--- src/rtl/multicycle_sequencer.sv ---
// Multi-cycle control sequencer for the windowed-register datapath: walks each
// instruction through FETCH/DECODE/EXEC/MEM/WB and drives the phase strobes.
module multicycle_sequencer #(
  parameter int CNT_W = 16
) (
  input  logic             clk,
  input  logic             rst,
  input  logic [3:0]       opcode,
  input  logic [7:0]       func,
  input  logic             mem_ack,
  output logic             mem_req,
  output logic             mem_addr_sel,
  output logic             mem_write,
  output logic             ir_write,
  output logic             pc_write,
  output logic             jump,
  output logic [6:0]       ALUop,
  output logic             immdSel,
  output logic             memOrALU,
  output logic             toWrite,
  output logic             setWindow,
  output logic             illegal,
  output logic [CNT_W-1:0] instr_count
);

  typedef enum logic [2:0] {
    ST_FETCH  = 3'd0,
    ST_DECODE = 3'd1,
    ST_EXEC   = 3'd2,
    ST_MEM    = 3'd3,
    ST_WB     = 3'd4
  } state_t;

  localparam logic [3:0] OP_LOAD  = 4'b0000;
  localparam logic [3:0] OP_STORE = 4'b0001;
  localparam logic [3:0] OP_JUMP  = 4'b0010;
  localparam logic [3:0] OP_FLAG  = 4'b0100;
  localparam logic [3:0] OP_RTYPE = 4'b1000;
  localparam logic [6:0] ALU_FLAG = 7'b1000111;

  state_t           state_q, state_d;
  logic [3:0]       op_q, op_d;
  logic [7:0]       func_q, func_d;
  logic [CNT_W-1:0] count_q, count_d;
  logic             retire;

  logic             is_mem;
  logic             is_imm;
  logic [6:0]       imm_aluop;

  // Opcodes 11xx are the immediate forms; the low two bits pick a one-hot ALU op.
  assign is_mem = (op_q == OP_LOAD) || (op_q == OP_STORE);
  assign is_imm = (op_q[3:2] == 2'b11);

  always_comb begin
    imm_aluop = 7'b0000010;
    case (op_q[1:0])
      2'b01:   imm_aluop = 7'b0000100;
      2'b10:   imm_aluop = 7'b0001000;
      2'b11:   imm_aluop = 7'b0010000;
      default: imm_aluop = 7'b0000010;
    endcase
  end

  always_comb begin
    state_d = state_q;
    op_d    = op_q;
    func_d  = func_q;
    retire  = 1'b0;
    case (state_q)
      ST_FETCH: begin
        if (mem_ack) state_d = ST_DECODE;
      end
      ST_DECODE: begin
        op_d    = opcode;
        func_d  = func;
        state_d = ST_EXEC;
      end
      ST_EXEC: begin
        if (is_mem) begin
          state_d = ST_MEM;
        end else if ((op_q == OP_RTYPE) || is_imm) begin
          state_d = ST_WB;
        end else begin
          // Jump and flag ops finish here; anything else is undefined and not counted.
          state_d = ST_FETCH;
          retire  = (op_q == OP_JUMP) || (op_q == OP_FLAG);
        end
      end
      ST_MEM: begin
        if (mem_ack) begin
          if (op_q == OP_STORE) begin
            state_d = ST_FETCH;
            retire  = 1'b1;
          end else begin
            state_d = ST_WB;
          end
        end
      end
      ST_WB: begin
        state_d = ST_FETCH;
        retire  = 1'b1;
      end
      default: state_d = ST_FETCH;
    endcase
    count_d = retire ? (count_q + CNT_W'(1)) : count_q;
  end

  // Outputs are decoded straight from state; rst gates them so the memory
  // request drops the instant reset is asserted.
  always_comb begin
    mem_req      = 1'b0;
    mem_addr_sel = 1'b0;
    mem_write    = 1'b0;
    ir_write     = 1'b0;
    pc_write     = 1'b0;
    jump         = 1'b0;
    ALUop        = 7'd0;
    immdSel      = 1'b0;
    memOrALU     = 1'b1;
    toWrite      = 1'b0;
    setWindow    = 1'b0;
    illegal      = 1'b0;
    if (!rst) begin
      case (state_q)
        ST_FETCH: begin
          mem_req  = 1'b1;
          ir_write = mem_ack;
          pc_write = mem_ack;
        end
        ST_EXEC: begin
          if (op_q == OP_JUMP) begin
            jump     = 1'b1;
            pc_write = 1'b1;
          end else if (op_q == OP_FLAG) begin
            ALUop = ALU_FLAG;
          end else if (op_q == OP_RTYPE) begin
            ALUop = func_q[6:0];
          end else if (is_imm) begin
            ALUop   = imm_aluop;
            immdSel = 1'b1;
          end else if (!is_mem) begin
            illegal = 1'b1;
          end
        end
        ST_MEM: begin
          mem_req      = 1'b1;
          mem_addr_sel = 1'b1;
          mem_write    = (op_q == OP_STORE);
        end
        ST_WB: begin
          if (op_q == OP_RTYPE) begin
            ALUop     = func_q[6:0];
            toWrite   = (func_q[7:6] == 2'b00);
            setWindow = func_q[7];
          end else if (is_imm) begin
            ALUop   = imm_aluop;
            immdSel = 1'b1;
            toWrite = 1'b1;
          end else begin
            toWrite  = 1'b1;
            memOrALU = 1'b0;
          end
        end
        default: ;
      endcase
    end
  end

  assign instr_count = count_q;

  always_ff @(posedge clk or posedge rst) begin
    if (rst) begin
      state_q <= ST_FETCH;
      op_q    <= 4'd0;
      func_q  <= 8'd0;
      count_q <= '0;
    end else begin
      state_q <= state_d;
      op_q    <= op_d;
      func_q  <= func_d;
      count_q <= count_d;
    end
  end

endmodule

--- config.mk ---
export PLATFORM = sky130hd
export DESIGN_NAME = multicycle_sequencer
export DESIGN_NICKNAME = d
export VERILOG_FILES = /design/src/rtl/multicycle_sequencer.sv
export SDC_FILE = /design/constraint.sdc
export NUM_CORES = 1
export LEC_CHECK = 0
export CAP_MARGIN = 20
export CORE_MARGIN = 4
export CORE_UTILIZATION = 51
export DETAILED_ROUTE_END_ITERATION = 12
export GPL_TIMING_DRIVEN = 0
export PLACE_DENSITY = 0.84
export SYNTH_ARGS = -nofsm -noshare
export SYNTH_HDL_FRONTEND = slang
export SYNTH_SLANG_ARGS = --single-unit
--- constraint.sdc ---
create_clock -name clk -period 5.01 [get_ports clk]
set_input_delay 0.501 -clock clk [delete_from_list [all_inputs] [get_ports clk]]
set_output_delay 0.501 -clock clk [all_outputs]
set_load 0.02 [all_outputs]
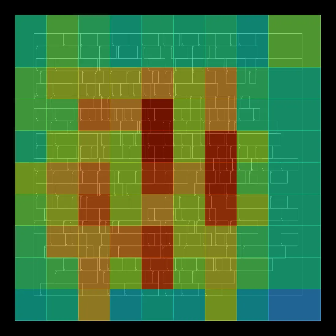
*Track usage over the die, run 1*
met1 routing resource usage after global routing: 27.7%
GR Util met3: 5.73%
gr usage total: 20.2%
Core Util, Final: 71.5%

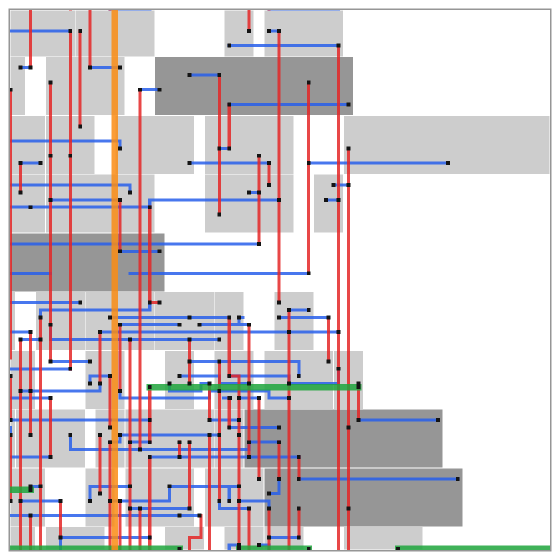
*Close-up of the layout, run 1*
Window x 37 to 62, y 37 to 62 um. Cells in grey, sequential cells in the stronger grey; small squares are vias.
- red: metal 2
- green: metal 3
- orange: metal 4
- blue: metal 1
- most frequent: clkdlybuf4s50_1 (5), dfrtp_1 (4)
- netlist names of flops here include: `op_q` (2), `state_q` (2)
- cells with their middle in the window: 35
- sequential cells in the window: 4

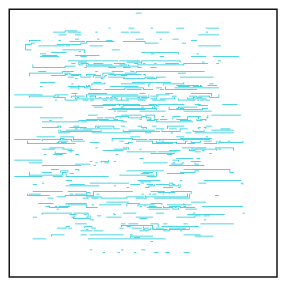
*Met1 routing, run 1*
Drawn at 4 px/um.
- main direction: horizontal
- wire length on this layer: 1740 um
detailed-route wire length: 3950 um
vias: 1504

==> reports/results.md, run 1 <==
| Result | This run |
|:---|:---|
| Status | finished clean |
| RSZ-0062 raised after global routing | no |
| Total nets after synthesis | 190 |
| Routed vias/inst | 5.45 |
| Post-place instance area | 2310 sq um |
| Clock insertion delay at the later pin of the skew report | 0.34 ns |
| Delay contributed by the slowest stage of the critical path | 0.67 ns |
| DP HPWL | 2880 um |
| Worst Reg2Reg Path Length in Cells | 7 |
| ANT cells | 0 |
| Part of the cycle the worst path needs | 64.0% |
| Core box area | 3340 sq um |
| Global route hottest layer | met2 |
| Path type of the worst setup path | reg2out |
| Maximum fanout encountered on the critical timing path | 10 |
| Cell-internal power | 0.730 mW |
| Total power of the final layout | 1.20 mW |
| Standard cell with the maximum stage delay on the critical path | sky130_fd_sc_hd__clkdlybuf4s50_1 |
| Sum of negative setup slack | 0 ns |
| Post-Layout Cell Count | 276 |
| Router iterations before antenna repair | 4 |
| Number of antenna violations at the first check in global routing | 0 |
| Cell type with the highest aggregate area in the netlist | sky130_fd_sc_hd__dfrtp_1 |
| Min Tclk post-route | 3.21 ns |
| Number of resized instances in the post-cts repair step | 0 |
| Vertical die dimension | 66.6 um |
| Combinational fraction of design power | 50.7% |
| Reg2reg start | state_q[2] |
| Worst-case setup margin in the final layout | 1.80 ns |
| Max-cap violations | 0 |
| Peak Freq | 312 MHz |
| Reg power frac | 32.7% |
| Hold Fails Final Rpt | 0 |
| Placement Setup Slack | 2.18 ns |
| Combinational-cell power consumption | 0.609 mW |
| Layout area overhead | 36.4% |
| Critical path buffer and inverter count | 2 |
| Drt drc | 0 |
| Synthesized area per cell | 10.1 sq um |
| Yosys cell types | 40 |
| Most used standard cells in the synthesized netlist | 31 x sky130_fd_sc_hd__dfrtp_1, 21 x sky130_fd_sc_hd__nand2_1, 12 x sky130_fd_sc_hd__mux2_2, 12 x sky130_fd_sc_hd__nor2_1, 11 x sky130_fd_sc_hd__xnor2_1 |
| Worst-Margin Slew | 0.588 ns |
| Post-route cell area | 2390 sq um |
| Number of warning messages in the yosys log | 0 |
| Root Driver | sky130_fd_sc_hd__clkbuf_4 |
| Area of the synthesized netlist per yosys stat | 1750 sq um |
| Most frequently used flop master after synthesis | sky130_fd_sc_hd__dfrtp_1 |
| Top-level I/O count | 49 |
| H-tree levels | 2 |
| Clock input transition at the sequential cells of the worst setup and hold paths | 0.10 ns |
-- run 1: placed cells by master, fill, tap and decap left out, drive strengths merged, types with 2 or more instances in the layout --
| cell type | synthesis | routed |
|---|---|---|
| nor3b | 4 | 4 |
| nor2b | 2 | 2 |
| xor2 | 6 | 6 |
| buf | 3 | 4 |
| dfrtp | 31 | 31 |
| a21oi | 8 | 8 |
| xnor2 | 12 | 12 |
| clkinv | 0 | 2 |
| nor3 | 9 | 9 |
| mux2 | 12 | 12 |
| clkdlybuf4s50 | 0 | 47 |
| and2 | 5 | 5 |
| or4 | 2 | 2 |
| nand4 | 3 | 3 |
| nand3 | 5 | 5 |
| o21ai | 5 | 5 |
| inv | 5 | 5 |
| nor2 | 12 | 12 |
| nand2 | 21 | 21 |
| nand3b | 3 | 3 |
| and3 | 2 | 2 |
| clkbuf | 8 | 13 |
-- run 1: registers in the layout (all words and copies together), names as in the netlist --
| register | cells |
|---|---|
| instr_count | 16 |
| op_q | 4 |
| state_q | 3 |
| func_q | 8 |
-- run 1: layout make-up --
type	instances	area [sq um]
Buffer	11	83.8
Clock buffer	5	37.5
Clock inverter	3	43.8
Fill cell	279	950
Inverter	5	18.8
Multi-Input combinational cell	127	872
Sequential cell	31	776
Tap cell	46	57.6
Timing Repair Buffer	48	498
-- run 1: cell families (layout without fill, tap and decap cells) --
| group | count (synthesis) | in the layout | share of synthesized area, % |
|---|---|---|---|
| compound gates | 21 | 21 | 8.58 |
| fa+ha+maj | 1 | 1 | 0.715 |
| mux | 12 | 12 | 7.72 |
| simple gates | 75 | 75 | 23.4 |
| buf+inv | 16 | 72 | 5.86 |
| xor+xnor | 18 | 18 | 9.44 |
| flops | 31 | 31 | 44.3 |
### Register map, names as in the netlist, run 1

Drawn at 8 px/um. Other sequential cells in the stronger grey, the rest of the logic in the fainter grey.
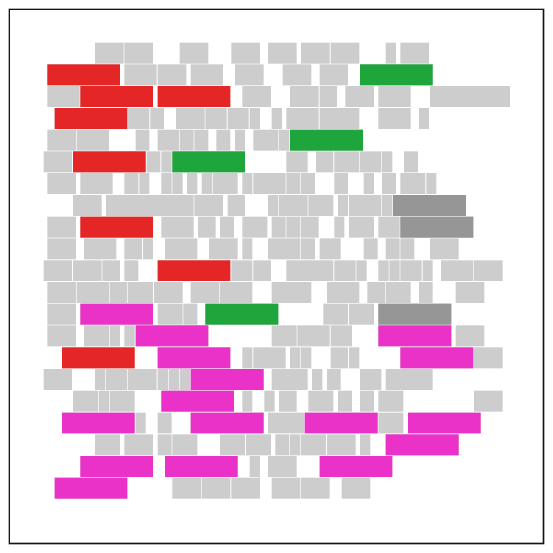

==> inputs of run 2 (changes only) <==
Settings changed: CORE_UTILIZATION 51 to 43, PLACE_DENSITY 0.84 to 0.76.
Clock period 5.01 ns to 2.9 ns, I/O delays scaled along.
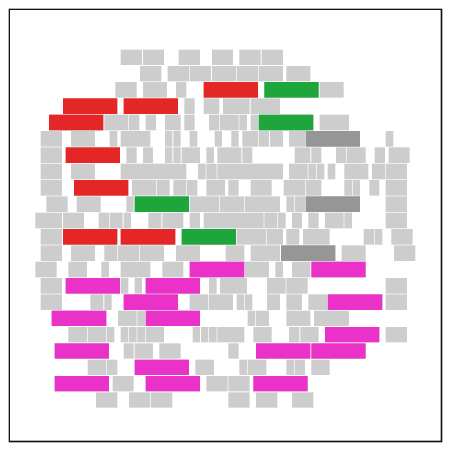
*Register map, names as in the netlist, run 2*
Drawn at 6 px/um. Other sequential cells in the stronger grey, the rest of the logic in the fainter grey.
- magenta: `instr_count` (flops 16)
- green: `op_q` (flops 4)
- red: `func_q` (flops 8)
- not coloured: 3

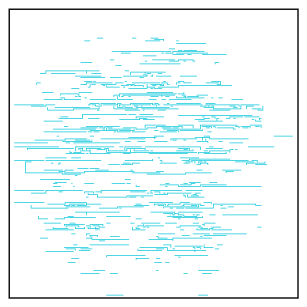
*Met1 routing, run 2*
Drawn at 4 px/um.
- nets with wire on the layer: 214
- wire length on this layer: 1890 um

==> run 2 against run 1 <==
  * Clock-buffer cell count grew 1
  * Global-route usage shrank 4.0 points
  * Combinational power grew 72%
  * First-iteration DRC count shrank 7.0%
  * Synthesized area is the same
  * Critical path depth shrank 1
  * Wire length shrank 2.1%
  * Via count shrank 4.1%
  * Flip-flop count is the same
  * Clock skew grew 0.0040 ns
  * Highest routed layer unchanged
==> reports/results.md, run 2 <==
| Result | This run |
|:---|:---|
| Max reg flops | 16 |
| Remaining global-route overflow | 0 |
| Seq/total area | 31.6% |
| Vias | 1442 |
| Min Tclk post-route | 2.75 ns |
| Filler instances | 320 |
| Rel. slew slack | 57.5% |
| Clock input transition at the sequential cells of the worst setup and hold paths | 0.06 ns |
| Number of warning messages in the yosys log | 0 |
| Multi-input gate area in the final layout | 882 sq um |
| Post-route cell area | 2460 sq um |
| RSZ-0062 raised after global routing | no |
| Status | finished clean |
| Part of the cycle the worst path needs | 95.0% |
| Synthesized area per cell | 10.1 sq um |
| Peak Freq | 363 MHz |
| Reg power frac | 30.2% |
| Flop count | 31 |
| Worst Reg2Reg Path Length in Cells | 7 |
| Worst-case setup margin in the final layout | 0.145 ns |
| Most frequently used flop master after synthesis | sky130_fd_sc_hd__dfrtp_1 |
| Non-CTS buffers | 59 |
| Area of the synthesized netlist per yosys stat | 1750 sq um |
| ANT cells | 0 |
| Vertical die dimension | 71.8 um |
| Cell type with the highest aggregate area in the netlist | sky130_fd_sc_hd__dfrtp_1 |
| Total of clock buffers placed in the layout | 6 |
| Router iterations before antenna repair | 4 |
| Total nets after synthesis | 190 |
| Most numerous logic cell after layout | sky130_fd_sc_hd__clkdlybuf4s50_1 |
| Path type of the worst setup path | reg2out |
| Top-level I/O count | 49 |
| Core box area | 3800 sq um |
| Combinational fraction of design power | 47.1% |
| Post-Layout Cell Count | 278 |
| Placement Setup Slack | 0.300 ns |
| Root Driver | sky130_fd_sc_hd__clkbuf_8 |
| Detailed-route wire length | 3860 um |
| Number of antenna violations at the first check in global routing | 0 |
| Buffers added on ports | 47 |
| Top cells excl fill/tap | 45 x sky130_fd_sc_hd__clkdlybuf4s50_1, 31 x sky130_fd_sc_hd__dfrtp_1, 21 x sky130_fd_sc_hd__nand2_1 |
| Gr usage total | 16.2% |
| Global route hottest layer | met2 |
| Met1 routing resource usage after global routing | 23.3% |
| Layout area overhead | 40.5% |
| Yosys cell types | 40 |
| Combined flip-flop and latch cell area | 776 sq um |
| Routed vias/inst | 5.19 |
| Clock buf/inv share | 5.39% |
| Clock insertion delay at the later pin of the skew report | 0.29 ns |
| Switching Share | 36.1% |
| Post-place instance area | 2310 sq um |
| Data-path buffer share of cell area in the final layout | 24.0% |
| Fraction of area in multi-input gates | 35.9% |
| DP HPWL | 2850 um |
| Most used standard cells in the synthesized netlist | 31 x sky130_fd_sc_hd__dfrtp_1, 21 x sky130_fd_sc_hd__nand2_1, 12 x sky130_fd_sc_hd__mux2_2, 12 x sky130_fd_sc_hd__nor2_1, 11 x sky130_fd_sc_hd__xnor2_1 |
| Sum of negative setup slack | 0 ns |
| Hold Fails Final Rpt | 0 |
| Cell-internal power | 1.43 mW |
| Core Util, Final | 64.7% |
| Tap Count | 48 |
| Worst-Margin Slew | 0.633 ns |
| Drt drc | 0 |
| GR Util met3 | 2.95% |
| Max-cap violations | 0 |
| Multi-input combinational cell count | 127 |
## run 2: cell counts after synthesis
Identical to the previous run, type by type.
## run 2: cell families (layout without fill, tap and decap cells)
| family | after synthesis | in the layout | synth area share [%] |
|---|---|---|---|
| mux | 12 | 12 | 7.72 |
| xor+xnor | 18 | 18 | 9.44 |
| compound gates | 21 | 21 | 8.58 |
| buf+inv | 16 | 72 | 5.86 |
| flops | 31 | 31 | 44.3 |
| fa+ha+maj | 1 | 1 | 0.715 |
| simple gates | 75 | 75 | 23.4 |
## run 2: path summary, 6_finish.rpt
| check | startpoint | slack [ns] | end |
|---|---|---|---|
| min reg2reg | instr_count[15] | 0.48 | instr_count[15] |
| min | rst | 0.25 | instr_count[13] |
| max in group asynchronous | rst | 2.15 | op_q[1] |
| min in group clk | instr_count[15] | 0.48 | instr_count[15] |
| max | op_q[3] | 0.15 | pc_write |
| max reg2reg | state_q[2] | 0.44 | instr_count[6] |
## run 2: critical path, stage by stage, from the launching register on
cell                              delay [ns]
sky130_fd_sc_hd__dfrtp_1                0.40
sky130_fd_sc_hd__clkbuf_2               0.19
sky130_fd_sc_hd__or4b_2                 0.70
sky130_fd_sc_hd__nor3_2                 0.18
sky130_fd_sc_hd__or2_2                  0.14
sky130_fd_sc_hd__clkdlybuf4s50_1        0.59
## run 2: power by group through the flow
stage               Sequential [mW]  Combinational (mW)  Clock, mW
finish                        0.674                1.05      0.510
global route                  0.692                1.15      0.538
CTS                           0.672                1.05      0.514
detailed placement            0.680                1.04          0
global placement              0.678                1.02          0
floorplan                     0.697               0.729          0
## run 2: timing repair
action                                 in CTS  in global routing
hold buffers                                0                  0
endpoints found under the hold margin       0                  0
setup endpoints to repair                   1                  4
pin swaps                                   0                  0
gates resized                               1                  6
### Gate-type map, run 2

Drawn at 4 px/um.
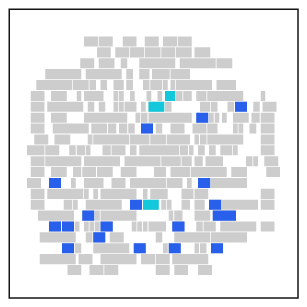

==> inputs of run 3 (changes only) <==
Settings changed: CORE_UTILIZATION 43 to 48, PLACE_DENSITY 0.76 to 0.77, SKIP_CTS_REPAIR_TIMING set to 1.
Clock period 2.9 ns to 3 ns, I/O delays scaled along.
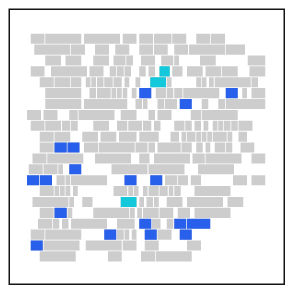
*Gate-type map, run 3*
Drawn at 4 px/um.
- cyan: non-inverting ao/oa cells (cells 3)
- blue: xor and xnor cells (cells 18)
fraction of area in multi-input gates: 36.4%
Post-Layout Cell Count: 276
most numerous logic cell after layout: sky130_fd_sc_hd__clkdlybuf4s50_1

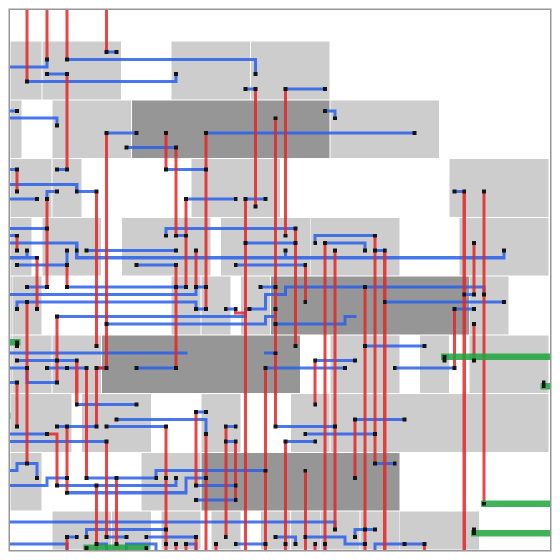
*Close-up of the layout, run 3*
Window x 39 to 64, y 39 to 64 um. Cells in grey, sequential cells in the stronger grey; small squares are vias.
- blue: metal 1
- red: metal 2
- green: metal 3
- cells with their middle in the window: 43
- netlist names of flops here include: `op_q` (2)
- sequential cells in the window: 4
- most frequent: clkdlybuf4s50_1 (6), nor3_1 (4), dfrtp_1 (4)

==> run 3 against run 2 <==
  * Register-to-register slack gained 0.07 ns
  * Via count rose by 4.6%
  * First-iteration DRC count up 44%
  * Combinational power hardly changed
  * Clock skew down 0.0012 ns
  * Worst setup slack worse by 0.011 ns
  * Die size down 9.3%
  * Sequential power is 2% lower
  * Synthesized area is the same
  * Largest power group unchanged
  * Clock power shrank 35%
  * Clock-buffer cell count is 1 lower
  * Flip-flop count did not move
==> reports/results.md, run 3 <==
| Result | This run |
|:---|:---|
| Status | finished clean |
| Cell count in the Yosys report | 174 |
| Flop2flop setup slack | 0.51 ns |
| Layout area overhead | 36.8% |
| Flop count | 31 |
| Most used standard cells in the synthesized netlist | 31 x sky130_fd_sc_hd__dfrtp_1, 21 x sky130_fd_sc_hd__nand2_1, 12 x sky130_fd_sc_hd__mux2_2, 12 x sky130_fd_sc_hd__nor2_1, 11 x sky130_fd_sc_hd__xnor2_1 |
| Reg power frac | 32.7% |
| Rel. slew slack | 56.3% |
| Delay contributed by the slowest stage of the critical path | 0.68 ns |
| Synthesized area per cell | 10.1 sq um |
| Detailed-route wire length | 4260 um |
| Worst-Margin Slew | 0.655 ns |
| Vias | 1508 |
| Number of warning messages in the yosys log | 0 |
| DP HPWL | 3200 um |
| Area of the synthesized netlist per yosys stat | 1750 sq um |
| Met1 routing resource usage after global routing | 27.7% |
| Multi-input combinational cell count | 127 |
| Worst Reg2Reg Path Length in Cells | 7 |
| Seq/total area | 32.4% |
| GR Util met3 | 6.40% |
| Clock buf/inv share | 3.40% |
| Main area contributors after synthesis | sky130_fd_sc_hd__dfrtp_1 44%, sky130_fd_sc_hd__mux2_2 7.7%, sky130_fd_sc_hd__xnor2_1 5.5% |
| Path type of the worst setup path | reg2out |
| Buffers added on ports | 47 |
| Top-level I/O count | 49 |
| Vertical die dimension | 68.4 um |
| Sum of negative setup slack | 0 ns |
| Core Util, Final | 70.1% |
| Gr usage total | 21.1% |
| Routed vias/inst | 5.46 |
| Family of cells with the greatest summed delay on the critical path | buffers and inverters |
| Total power of the final layout | 2.02 mW |
| ANT cells | 0 |
| Filler instances | 274 |
| Proportion of register bits with asynchronous set or reset after synthesis | 100% |
| Tap Count | 46 |
| Combined flip-flop and latch cell area | 776 sq um |
| Number of placed instances with taps included | 268 |
| Min Tclk post-route | 2.87 ns |
| Most frequently used flop master after synthesis | sky130_fd_sc_hd__dfrtp_1 |
| Root Driver | sky130_fd_sc_hd__clkbuf_4 |
| Total of clock buffers placed in the layout | 5 |
| Non-CTS buffers | 59 |
| Router iterations before antenna repair | 7 |
| Standard cell with the maximum stage delay on the critical path | sky130_fd_sc_hd__clkdlybuf4s50_1 |
| Worst-case setup margin in the final layout | 0.134 ns |
| Yosys cell types | 40 |
| Post-route cell area | 2390 sq um |
| Peak Freq | 349 MHz |
| Top cells excl fill/tap | 45 x sky130_fd_sc_hd__clkdlybuf4s50_1, 31 x sky130_fd_sc_hd__dfrtp_1, 21 x sky130_fd_sc_hd__nand2_1 |
| Post-place instance area | 2310 sq um |
| Part of the cycle the worst path needs | 95.5% |
| Total nets after synthesis | 190 |
| Remaining global-route overflow | 0 |
| RSZ-0062 raised after global routing | no |
| Maximum fanout encountered on the critical timing path | 10 |
| Max-cap violations | 0 |
| Worst reg2reg path endpoint | instr_count[6] |
| Switching Share | 39.3% |
| Cell class with the largest area share | multi-input combinational cells |
| Global route hottest layer | met2 |
| Number of antenna violations at the first check in global routing | 0 |
| H-tree levels | 2 |
| Clock input transition at the sequential cells of the worst setup and hold paths | 0.10 ns |
| Cell-internal power | 1.22 mW |
| Clock Power Share | 16.4% |
| Reg2reg start | state_q[2] |
| Drt drc | 0 |
| Hold Fails Final Rpt | 0 |
| CP Capture Type | primary output |
| Core box area | 3420 sq um |
| Max reg flops | 16 |
| Combinational fraction of design power | 50.9% |
| Cell type with the highest aggregate area in the netlist | sky130_fd_sc_hd__dfrtp_1 |
| Placement Setup Slack | 0.390 ns |
| Data-path buffer share of cell area in the final layout | 24.6% |
| Cell chain of the critical path | clkbuf_2 > and2b_2 > nor2b_1 > a21oi_1 > nor4bb_1 > clkdlybuf4s50_1 |
-- run 3: cell counts after synthesis --
No cell type changed its count.
-- run 3: worst register-to-register path: stages (launching register included) --
cell and delay (ns):
sky130_fd_sc_hd__dfrtp_1 0.39, sky130_fd_sc_hd__buf_6 0.14, sky130_fd_sc_hd__or3b_4 0.40, sky130_fd_sc_hd__or4_4 0.53, sky130_fd_sc_hd__and2_4 0.18, sky130_fd_sc_hd__buf_6 0.12
sky130_fd_sc_hd__or4_4 0.49, sky130_fd_sc_hd__xnor2_2 0.14
-- run 3: worst max-delay path by stage --
| stage | start | endpoint | slack [ns] | cells past startpoint |
|---|---|---|---|---|
| 6_report | state_q[1] | ALUop[5] | 0.13 | 6 |
| 5_1_grt | state_q[1] | ALUop[5] | 0.02 | 5 |
| 4_1_cts | state_q[1] | ALUop[5] | 0.007 | 6 |
| 3_5_place_dp | state_q[1] | ALUop[5] | 0.39 | 6 |
| 3_3_place_gp | rst | setWindow | 0.17 | 5 |
| 2_1_floorplan | state_q[2] | ALUop[2] | 0.51 | 5 |
-- run 3: cell families after synthesis --
family | synth area share [%]
muxes | 7.72
buffers and inverters | 5.86
and+or+nand+nor | 23.4
AOI/OAI and AO/OA | 8.58
xor gates and xnor gates | 9.44
adders and majority gates | 0.715
DFF | 44.3
-- run 3: power groups by stage --
stage | Combinational [mW] | Clock, mW | Sequential (mW)
after floorplan | 0.704 | 0 | 0.674
after global placement | 0.984 | 0 | 0.653
after detailed placement | 1.02 | 0 | 0.665
after CTS | 1.02 | 0.338 | 0.657
after global routing | 1.12 | 0.359 | 0.681
final | 1.03 | 0.331 | 0.659
No activity file was given, so power comes from the tool's default toggle rates.
